===== src/rtl/motor3_commutation_ctrl.sv =====
// motor3_commutation_ctrl: six-step commutation sequencer with high-side PWM,
// per-phase dead-time and optional low-side brake (enabled by MOTOR3_BRAKE_EN).
// Ports: clkI/nRstI clock and async active-low reset; enableI run enable;
// dirI 1=forward 0=reverse; dutyI high-side on-count per PWM period;
// stepPeriodI cycles per step (0 holds); brakeI brake request;
// ph{A,B,C}_down1_up2o phase commands (0 off, 1 low, 2 high);
// stepO current step 0..5; stepStrobeO one-cycle pulse per step change.
module motor3_commutation_ctrl #(
  parameter int DEAD_CYC  = 8,
  parameter int PWM_BITS  = 8,
  parameter int STEP_BITS = 16
) (
  input  logic                 clkI,
  input  logic                 nRstI,
  input  logic                 enableI,
  input  logic                 dirI,
  input  logic [PWM_BITS-1:0]  dutyI,
  input  logic [STEP_BITS-1:0] stepPeriodI,
  input  logic                 brakeI,
  output logic [1:0]           phA_down1_up2o,
  output logic [1:0]           phB_down1_up2o,
  output logic [1:0]           phC_down1_up2o,
  output logic [2:0]           stepO,
  output logic                 stepStrobeO
);
  localparam int IW = $clog2(DEAD_CYC + 2);
  localparam logic [IW-1:0] DEAD = IW'(DEAD_CYC);

  logic                 brake;
`ifdef MOTOR3_BRAKE_EN
  assign brake = brakeI;
`else
  logic unused_brake;
  assign unused_brake = brakeI;
  assign brake = 1'b0;
`endif

  logic [STEP_BITS-1:0]   step_cnt_q, step_cnt_d;
  logic [2:0]             step_q, step_d, step_nxt;
  logic                   strobe_q, strobe_d, run, tc, pwm_on;
  logic [PWM_BITS-1:0]    pwm_cnt_q, pwm_cnt_d, duty_q, duty_d;
  logic [2:0][1:0]        row, tgt, out_q, out_d, last_q, last_d;
  logic [2:0][IW-1:0]     idle_q, idle_d;

  // Table row packed as {C,B,A} so row[p] indexes phase p directly.
  function automatic logic [2:0][1:0] row_of(input logic [2:0] s);
    case (s)
      3'd0:    row_of = {2'd0, 2'd1, 2'd2};
      3'd1:    row_of = {2'd1, 2'd0, 2'd2};
      3'd2:    row_of = {2'd1, 2'd2, 2'd0};
      3'd3:    row_of = {2'd0, 2'd2, 2'd1};
      3'd4:    row_of = {2'd2, 2'd0, 2'd1};
      3'd5:    row_of = {2'd2, 2'd1, 2'd0};
      default: row_of = '0;
    endcase
  endfunction

  // >= rather than == so a period shrinking below the count advances next cycle.
  assign run        = enableI && |stepPeriodI && !brake;
  assign tc         = step_cnt_q >= stepPeriodI - STEP_BITS'(1);
  assign step_nxt   = dirI ? (step_q == 3'd5 ? 3'd0 : step_q + 3'd1)
                           : (step_q == 3'd0 ? 3'd5 : step_q - 3'd1);
  assign step_cnt_d = run ? (tc ? '0 : step_cnt_q + STEP_BITS'(1)) : step_cnt_q;
  assign step_d     = run && tc ? step_nxt : step_q;
  assign strobe_d   = run && tc;

  assign pwm_cnt_d  = enableI ? pwm_cnt_q + PWM_BITS'(1) : '0;
  assign duty_d     = &pwm_cnt_q ? dutyI : duty_q;
  assign pwm_on     = pwm_cnt_q < duty_q;
  assign row        = row_of(step_q);

  // A phase may only switch between low and high side after DEAD idle cycles;
  // returning to the same side (PWM chopping) is immediate.
  always_comb begin
    tgt    = '0;
    out_d  = '0;
    last_d = last_q;
    idle_d = idle_q;
    for (int p = 0; p < 3; p++) begin
      tgt[p]    = brake ? 2'd1 : ((!enableI || (row[p] == 2'd2 && !pwm_on)) ? 2'd0 : row[p]);
      out_d[p]  = (tgt[p] == 2'd0 || tgt[p] == last_q[p] || idle_q[p] >= DEAD) ? tgt[p] : 2'd0;
      last_d[p] = out_d[p] != 2'd0 ? out_d[p] : last_q[p];
      idle_d[p] = out_d[p] != 2'd0 ? '0 : (idle_q[p] >= DEAD ? DEAD : idle_q[p] + IW'(1));
    end
  end

  always_ff @(posedge clkI or negedge nRstI)
    if (!nRstI) begin
      step_cnt_q <= '0;
      step_q     <= '0;
      strobe_q   <= 1'b0;
      pwm_cnt_q  <= '0;
      duty_q     <= '0;
      out_q      <= '0;
      last_q     <= '0;
      idle_q     <= '0;
    end else begin
      step_cnt_q <= step_cnt_d;
      step_q     <= step_d;
      strobe_q   <= strobe_d;
      pwm_cnt_q  <= pwm_cnt_d;
      duty_q     <= duty_d;
      out_q      <= out_d;
      last_q     <= last_d;
      idle_q     <= idle_d;
    end

  assign phA_down1_up2o = out_q[0];
  assign phB_down1_up2o = out_q[1];
  assign phC_down1_up2o = out_q[2];
  assign stepO          = step_q;
  assign stepStrobeO    = strobe_q;
endmodule


===== config.mk =====
export PLATFORM = sky130hd
export DESIGN_NAME = motor3_commutation_ctrl
export DESIGN_NICKNAME = d
export VERILOG_FILES = /design/src/rtl/motor3_commutation_ctrl.sv
export SDC_FILE = /design/constraint.sdc
export NUM_CORES = 1
export LEC_CHECK = 0
export CAP_MARGIN = 40
export CORE_MARGIN = 2
export CORE_UTILIZATION = 55
export CTS_CLUSTER_SIZE = 25
export DETAILED_ROUTE_END_ITERATION = 16
export PLACE_DENSITY = 0.79
export SYNTH_ARGS = -nofsm -noshare
export SYNTH_HDL_FRONTEND = slang
export SYNTH_SLANG_ARGS = --single-unit

===== constraint.sdc =====
create_clock -name clkI -period 7.2 [get_ports clkI]
set_clock_uncertainty 0.2 [all_clocks]
set_input_delay 0.72 -clock clkI [delete_from_list [all_inputs] [get_ports clkI]]
set_output_delay 0.72 -clock clkI [all_outputs]
set_load 0.005 [all_outputs]

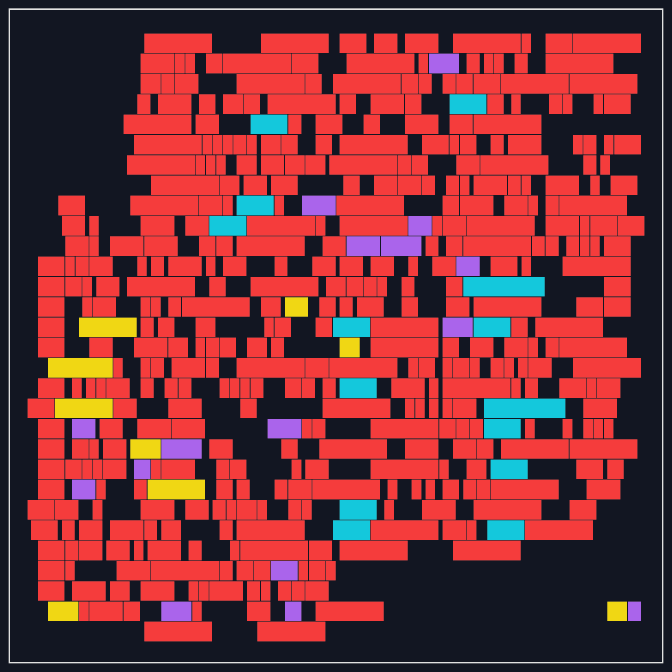
*Cell sizes after repair, run 1*
Key: yellow = x3 and x4 [cells 9]; red = x1 and smaller [cells 405]; purple = x2 [cells 16]; cyan = x6 and larger [cells 14]

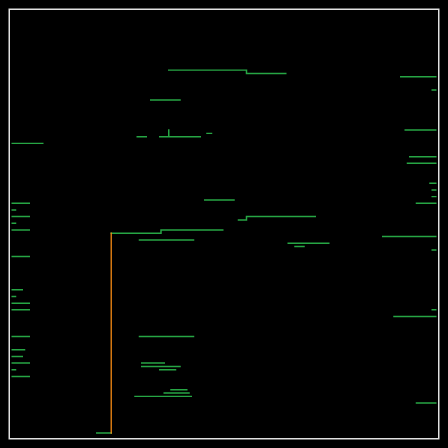
*Wiring by layer, run 1*
Two of the layers only.
Key: green = M3 [wire length 262 µm]; orange = M4 [wire length 40.8 µm]

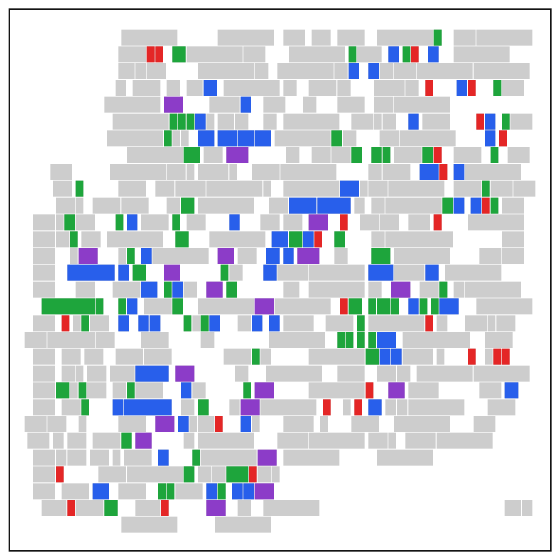
*Logic cells by family, run 1*
Key: blue = aoi and oai cells [cells 61, most used o21ai_0]; green = nand cells [cells 70, most used nand2_1]; red = inv cells [cells 27, most used inv_1, where all over the die]; purple = non-inverting ao/oa cells [cells 19, most used a22o_1]

==> impl_metrics.json, run 1 <==
{
  "final.min_clock_period_ns": 4.42,
  "power.combinational.fraction_pct": 30.0,
  "die_area_um2": 7640,
  "clock_path_buffers": 2,
  "ys.warnings.count": 0,
  "path_max_fanout": 16,
  "crit-reg2reg-capture": "idle_q[2]",
  "clk_sink_count": 60,
  "drive_above_1_share_pct": 8.78,
  "final_nets": 501,
  "cts_tree": "yes",
  "power_report.internal_total_mw": 0.827,
  "placed_cells_incl_taps": 508,
  "origin_of_the_worst_min_delay_path": "idle_q[0]",
  "area.growth.synth_to_final_pct": 16.4,
  "floorplan.rows": 30,
  "vias_in_the_first_global_route": 2844,
  "enable_flop_cells": 0,
  "most_frequent_standard_cell_in_the_layout_excluding_fill_and_tap_cells": "dfrtp_1",
  "maxSlewHeadroom_pct": 50.5,
  "detail_route.first_pass.iterations": 4,
  "reg2reg_from": "pwm_cnt_q[4]",
  "detailedRoute.firstIterationViolations": 144,
  "worst_ir_drop_vdd_mv": 0.123,
  "whs_ns": 0.287,
  "setup-tns-final_ns": 0,
  "synthFlopType": "dfrtp_1",
  "ff2ff_path_depth": 7,
  "drt-wirelength-per-cell_um": 13.6,
  "hold_viol": 0,
  "met3_usage_pct": 3.70,
  "outcome": "finished, final reports clean",
  "min-delay-path-class": "flip-flop to flip-flop",
  "global_route.usage.met1_pct": 24.8,
  "post-synth-top-area-fraction_pct": 39.2,
  "worst_margin_pin_slew_ns": 0.742,
  "final_core_util_pct": 65.9,
  "design.core.area_um2": 6760,
  "min_delay_worst_endpoint": "idle_q[0]",
  "power_leakage_nw": 2.05,
  "report.final.setup_viol": 0,
  "synth.lib_cells_used.distinct": 61,
  "dieWidth_um": 87.4,
  "ys.flops": 60,
  "rsz0062_at_grt": "no",
  "detailroute.via_count": 2973,
  "dp_hpwl_um": 5240,
  "p_switching_mw": 0.416,
  "data_arrival_critical_path_ns": 4.49,
  "grt_usage_pct": 20.0
}
## run 1: layer usage
layer  wire length (µm)  vias up
met3                262        2
li1                   -     1486
met4                 40        0
met1               3310     1415
met5                  0        -
met2               3520       70
## run 1: worst max-delay path, cell delays in order
cell             delay (ns)
clkdlybuf4s50_1        0.47
or3_4                  0.41
nor3_1                 0.25
nand2b_1               0.14
nor2_1                 0.24
nand3_1                0.12
xor2_1                 0.17
ha_1                   0.30
a21oi_1                0.14
o21ai_0                0.17
a2111oi_2              0.47
a31oi_4                0.28
nor2_2                 0.39
mux2_2                 0.23
## run 1: metrics by stage
stage                     setup WS, ns  power [mW]
after floorplan                   3.43       0.781
after global placement            2.57       0.869
after detailed placement          2.44       0.894
after CTS                         2.79        1.26
after global routing              2.47        1.32
final                             2.78        1.24
## run 1: layout make-up
class / instances / area (µm²)
clock buffer: 13 / 169
clock inverter: 3 / 67.6
fill: 552 / 2300
inverter: 27 / 101
multi-input combinational: 303 / 2140
sequential: 60 / 1500
tap: 80 / 100
timing repair buffer: 38 / 373
## run 1: kinds of logic after synthesis
family / count (synthesis) / synth area share [%]
AND/OR/NAND/NOR: 155 / 22.0
adder cells (fa/ha/maj): 33 / 10.8
AND-OR/OR-AND: 80 / 15.0
multiplexers: 2 / 0.588
flip-flops: 60 / 39.2
buffers and inverters: 38 / 4.81
XOR/XNOR: 33 / 7.55
## run 1: power groups by stage
stage	Sequential (mW)	Clock [mW]	Combinational [mW]
5_1_grt	0.530	0.372	0.423
3_3_place_gp	0.517	0	0.351
4_1_cts	0.516	0.361	0.378
3_5_place_dp	0.521	0	0.373
6_report	0.518	0.352	0.373
2_1_floorplan	0.478	0	0.303
## run 1: cells in the mapped netlist (12+ instances only)
library cell,instances
dfrtp_1,60
nand2_1,44
ha_1,33
inv_1,27
nor2_1,26
o21ai_0,20
xnor2_1,20
a21oi_1,17
xor2_1,13
nand3_1,12
nor3_1,12
## run 1: state kept, by name (all words and copies together) (netlist names)
register        flops
idle_q             12
pwm_cnt_q           8
last_q              6
phA_down1_up2o      2
phB_down1_up2o      2
stepStrobeO         1
duty_q              8
step_cnt_q         16
phC_down1_up2o      2
stepO               3
## run 1: worst max-delay path by stage
stage | slack, ns | cells past startpoint | start | endpoint
finish | 2.78 | 14 | stepPeriodI[3] | step_cnt_q[0]
floorplan | 3.43 | 14 | stepPeriodI[4] | stepO[0]
global route | 2.47 | 14 | stepPeriodI[3] | step_cnt_q[0]
global placement | 2.57 | 14 | stepPeriodI[3] | step_cnt_q[0]
detailed placement | 2.44 | 14 | stepPeriodI[3] | step_cnt_q[0]
CTS | 2.79 | 14 | stepPeriodI[3] | step_cnt_q[0]
### Routing congestion map, run 1

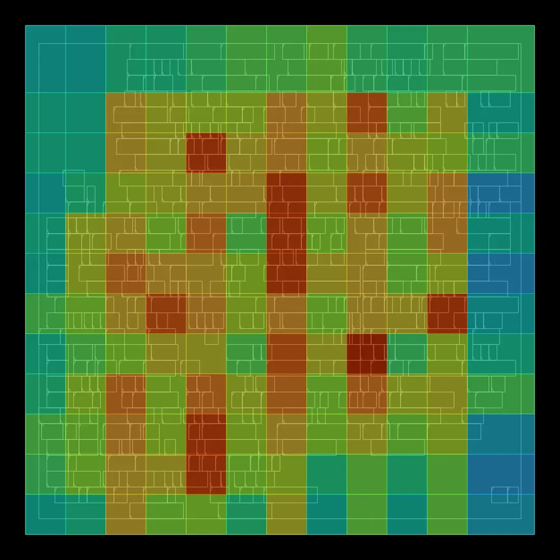

==> run 2: changes to the inputs <==
clock period = 4.6 ns   (was 7.2 ns; I/O delays follow)
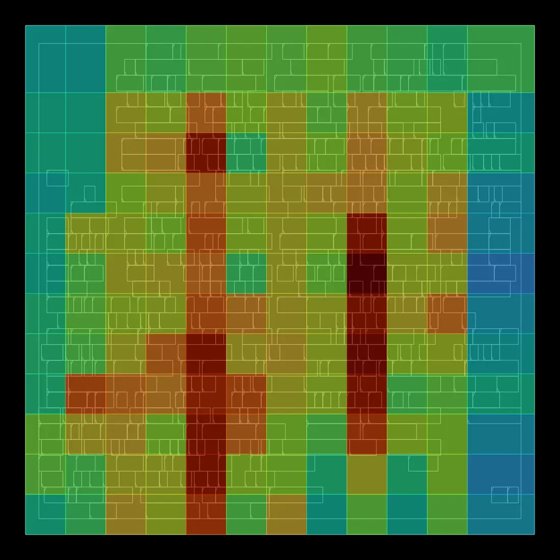
*Routing congestion map, run 2*
fin util: 66.2%
met3 routing resource usage after global routing: 4.08%
post-detailed-route wirelength per cell: 13.7 µm
global routing usage summed across all routing layers: 20.4%
met2 track demand over resource: 32.8%

==> run 2 against run 1 <==
Net effect: cell area grew 0.42%; critical path depth stayed put; sequential cell count is the same; clock power is 67% higher; sequential power grew 57%; final cell count grew 0.19%; via count shrank 0.17%; clock-buffer cell count is 4 lower; hold slack lost 0.22 ns; power rose by 59%; die area is the same; synthesized cell count did not move.
==> impl_metrics.json, run 2 <==
{
  "data_arrival_critical_path_ns": 4.20,
  "timing.critical_path.cells": "clkdlybuf4s50_1 > or3_4 > nor3_1 > nand2b_1 > nor2_1 > nand3_1 > xor2_1 > ha_1 > a21oi_1 > o21ai_0 > a2111oi_2 > a31oi_4 > nor2_2 > mux2_2",
  "clock_path_buffers": 2,
  "largest_register_ffs": 16,
  "report.final.setup_viol": 0,
  "maxSlewHeadroom_pct": 51.5,
  "vias_in_the_first_global_route": 2803,
  "min-delay-path-class": "input port to async pin",
  "outcome": "finished, final reports clean",
  "clk_sink_count": 60,
  "detail_route.first_pass.iterations": 4,
  "rsz0062_at_grt": "no",
  "register_with_the_most_flip_flops": "step_cnt_q",
  "floorplan.rows": 30,
  "synth.lib_cells_used.distinct": 61,
  "setup-tns-final_ns": 0,
  "die_area_um2": 7640,
  "drive_above_1_share_pct": 9.21,
  "path_max_fanout": 13,
  "placed_cells_incl_taps": 509,
  "cts_tree": "yes",
  "worst_margin_pin_slew_ns": 0.727,
  "dp_hpwl_um": 5230,
  "final.min_clock_period_ns": 4.12,
  "enable_flop_cells": 0,
  "netlist_top_cells_count": "dfrtp_1 (60), nand2_1 (44), ha_1 (33)",
  "ys.flops": 60,
  "crit_path_max_incr_delay_ns": 0.48,
  "whs_ns": 0.0651
}
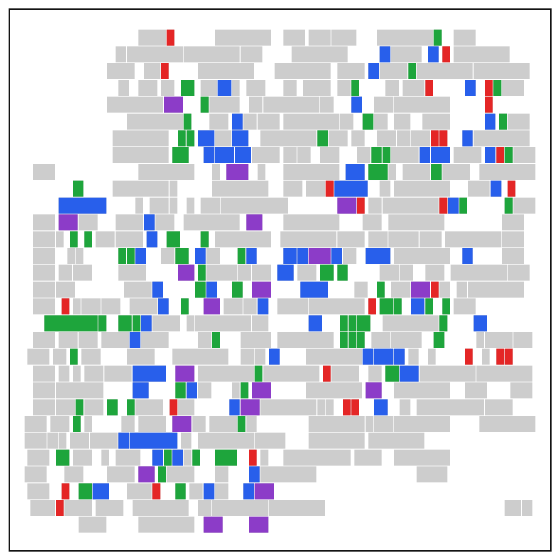
*Logic cells by family, run 2*
Key: blue = aoi and oai cells [cells 61, most used o21ai_0]; purple = non-inverting ao/oa cells [cells 19, most used a22o_1]; red = inv cells [cells 27, most used inv_1, where all over the die]; green = nand cells [cells 70, most used nand2_1]

## run 2: cell counts after synthesis
Identical to the previous run, type by type.
## run 2: cell type report
cell class	instances	area [µm²]
fill	552	2280
multi-input combinational	303	2140
sequential	60	1500
timing repair buffer	39	380
clock buffer	9	124
clock inverter	7	124
inverter	27	101
tap	80	100
## run 2: power by group
| group | total [mW] | switching [mW] | leakage, nW | internal [mW] |
|---|---|---|---|---|
| registers | 0.813 | 0.165 | 0.742 | 0.648 |
| logic | 0.581 | 0.285 | 1.20 | 0.296 |
| clock network | 0.588 | 0.225 | 0.120 | 0.363 |
## run 2: final timing paths
path                            depth (start not counted)      startpoint            end  slack, ns
worst max-delay path                                   14  stepPeriodI[3]  step_cnt_q[0]       0.48
min in group clkI                                       1    pwm_cnt_q[0]   pwm_cnt_q[0]       0.28
max in group asynchronous                               2           nRstI      duty_q[2]       3.66
worst min-delay path                                    2           nRstI      idle_q[8]       0.07
worst max register to register                          7   step_cnt_q[9]  step_cnt_q[0]       1.90
worst min register to register                          1    pwm_cnt_q[0]   pwm_cnt_q[0]       0.28
## run 2: cell families (layout without fill, tap and decap cells)
group                      Yosys count  in the layout  share of synthesized area [%]
xor gates and xnor gates            33             33                           7.55
adders and majority gates           33             33                           10.8
buffers and inverters               38             82                           4.81
and+or+nand+nor                    155            155                           22.0
muxes                                2              2                          0.588
DFF                                 60             60                           39.2
AOI/OAI and AO/OA                   80             80                           15.0
## run 2: worst reg2reg max path, delay by kind of cell, from the launching register on
kind	cells	cell delay, ns
AOI/OAI and AO/OA	4	1.04
DFF	1	0.44
and+or+nand+nor	1	0.39
adders and majority gates	1	0.34
muxes	1	0.23
## run 2: through the flow
stage | setup slack, ns | power (mW)
detailed placement | 0.0996 | 1.40
floorplan | 1.09 | 1.22
global placement | 0.287 | 1.36
finish | 0.484 | 1.98
CTS | 0.455 | 1.99
global route | 0.221 | 2.12
## run 2: routing by layer
| layer | vias to the layer above | part of all wire [%] | track usage (%) |
|---|---|---|---|
| met5 | - | 0 | 0 |
| met4 | 0 | 1.0 | 9.65 |
| met3 | 7 | 4.4 | 4.08 |
| met2 | 62 | 47 | 32.8 |
| met1 | 1407 | 48 | 26.4 |
| li1 | 1492 | - | - |
### Sequential cells grouped by signal name, run 2

The bar under the picture is 20 µm long.
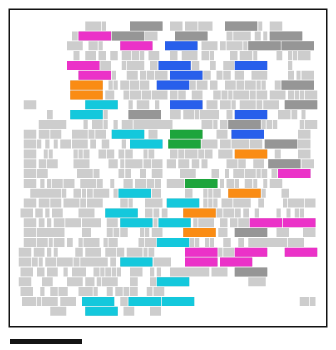

==> run 3: changes to the inputs <==
RECOVER_POWER = 50   (was default)
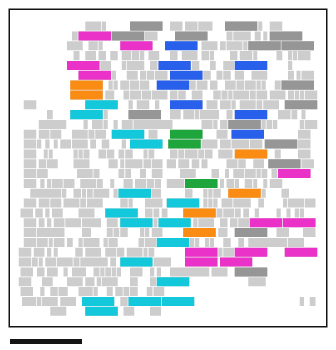
*Sequential cells grouped by signal name, run 3*
The bar under the picture is 20 µm long.
Key: orange = last_q [placed flops 6]; blue = pwm_cnt_q [placed flops 8, where north]; cyan = step_cnt_q [placed flops 16]; magenta = idle_q [placed flops 12, where all over the die]; green = stepO [placed flops 3]

==> run 3 against run 2 <==
Net effect: the flow now finishes with violations (capacitance limit, slew limit); hold slack improved by 0.22 ns; utilization fell by 0.056 points; combinational power barely moved; maximum frequency fell by 0.11%; area after synthesis did not move; critical path type unchanged.
==> impl_metrics.json, run 3 <==
{
  "worst_margin_pin_slew_ns": 3.08,
  "clock_path_buffers": 2,
  "vias_in_the_first_global_route": 2803,
  "max-cap-violations": 1,
  "clk_sink_count": 60,
  "synthFlopType": "dfrtp_1",
  "final_max_slew_viol_count": 61,
  "rsz0062_at_grt": "no",
  "synth-async-reset-ratio_pct": 100,
  "drive_above_1_share_pct": 8.99,
  "synth-seq-area-share_pct": 39.2,
  "report.final.setup_viol": 0,
  "placement.setup.worst_slack_ns": 0.0996,
  "largest_register_ffs": 16,
  "min-delay-path-class": "flip-flop to flip-flop",
  "grt_usage_pct": 20.4,
  "area.growth.synth_to_final_pct": 16.8,
  "detail_route.first_pass.iterations": 4,
  "floorplan.rows": 30,
  "ys.flops": 60,
  "detailroute.via_count": 2975,
  "maxSlewHeadroom_pct": -105,
  "netlist_top_cells_count": "dfrtp_1 (60), nand2_1 (44), ha_1 (33)",
  "worst_ir_drop_vdd_mv": 0.179,
  "final.min_clock_period_ns": 4.12,
  "ys.warnings.count": 0,
  "post-synth-top-area-fraction_pct": 39.2,
  "setup-tns-final_ns": 0,
  "top_regs": "step_cnt_q x16, idle_q x12",
  "yosysMostFrequentCell": "dfrtp_1",
  "cell_area_synth_um2": 3830,
  "violations": "capacitance limit, slew limit",
  "synth.lib_cells_used.distinct": 61,
  "dp_hpwl_um": 5230,
  "power_leakage_nw": 2.06,
  "cts_tree": "yes",
  "total_power_mw": 1.98,
  "most_frequent_standard_cell_in_the_layout_excluding_fill_and_tap_cells": "dfrtp_1",
  "design.core.area_um2": 6760,
  "final_nets": 502,
  "data_arrival_critical_path_ns": 4.20,
  "register_with_the_most_flip_flops": "step_cnt_q",
  "outcome": "finished with violations",
  "detailedRoute.firstIterationViolations": 67,
  "enable_flop_cells": 0,
  "postLayoutSetupSlackWorst_ns": 0.479,
  "placed_cells_incl_taps": 509
}
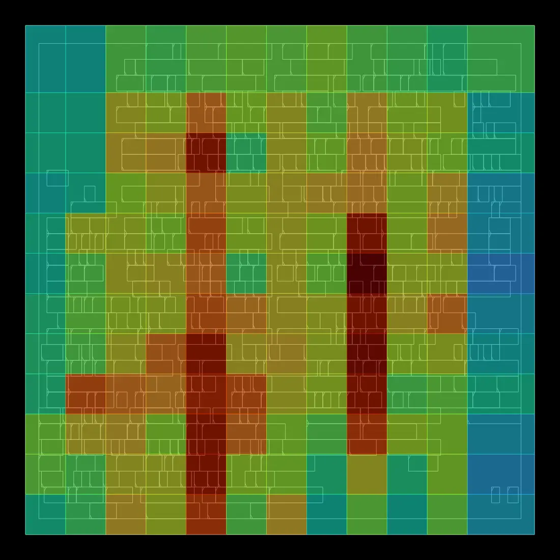
*Routing congestion map, run 3*
post-detailed-route wirelength per cell: 13.6 µm
M1 GR Usage: 26.4%
GRT busiest layer: met2

## run 3: cell counts after synthesis
Identical to the previous run, type by type.
## run 3: per-layer routing
layer | global-route usage (%) | wire length, µm | vias up | share of wire (%)
met3 | 4.08 | 298 | 9 | 4.2
met4 | 9.65 | 93 | 0 | 1.3
met1 | 26.4 | 3410 | 1412 | 48
met5 | 0 | 0 | - | 0
met2 | 32.8 | 3350 | 60 | 47
li1 | - | - | 1494 | -
## run 3: per-stage QoR
stage,util [%],hold slack (ns)
5_1_grt,66.1,0.308
4_1_cts,66.2,0.0824
3_3_place_gp,62.5,0.272
6_report,66.1,0.280
3_5_place_dp,62.5,0.271
2_1_floorplan,-,-0.0356
## run 3: where the power goes
group          total (mW)  switching (mW)  leakage [nW]  internal (mW)
registers           0.813           0.165         0.742          0.648
logic               0.580           0.285          1.20          0.295
clock network       0.588           0.225         0.120          0.363
## run 3: cell type report
class                      instances  area (µm²)
fill                             554        2290
multi-input combinational        303        2140
sequential                        60        1500
timing repair buffer              39         377
clock buffer                       9         124
clock inverter                     7         124
inverter                          27         101
tap                               80         100
## run 3: path summary, 6_finish.rpt
kind                                 end  depth (start not counted)  slack [ns]            from
min in group asynchronous      idle_q[8]                          2        1.02           nRstI
min reg2reg                 pwm_cnt_q[0]                          1        0.28    pwm_cnt_q[0]
max reg2reg                step_cnt_q[0]                          7        1.90   step_cnt_q[9]
max                        step_cnt_q[0]                         14        0.48  stepPeriodI[3]
min                         pwm_cnt_q[0]                          1        0.28    pwm_cnt_q[0]
max in group asynchronous      duty_q[2]                          2        1.44           nRstI
## run 3: critical path, stage by stage
cell             delay (ns)
clkdlybuf4s50_1        0.46
or3_4                  0.40
nor3_1                 0.25
nand2b_1               0.16
nor2_1                 0.24
nand3_1                0.12
xor2_1                 0.16
ha_1                   0.29
a21oi_1                0.12
o21ai_0                0.16
a2111oi_2              0.48
a31oi_4                0.26
nor2_2                 0.39
mux2_2                 0.23
## run 3: cell families after synthesis
kind of cell,Yosys count,synth area share [%]
muxes,2,0.588
adders and majority gates,33,10.8
xor gates and xnor gates,33,7.55
buffers and inverters,38,4.81
DFF,60,39.2
AOI/OAI and AO/OA,80,15.0
and+or+nand+nor,155,22.0
Power is estimated from default activity; no workload was simulated.
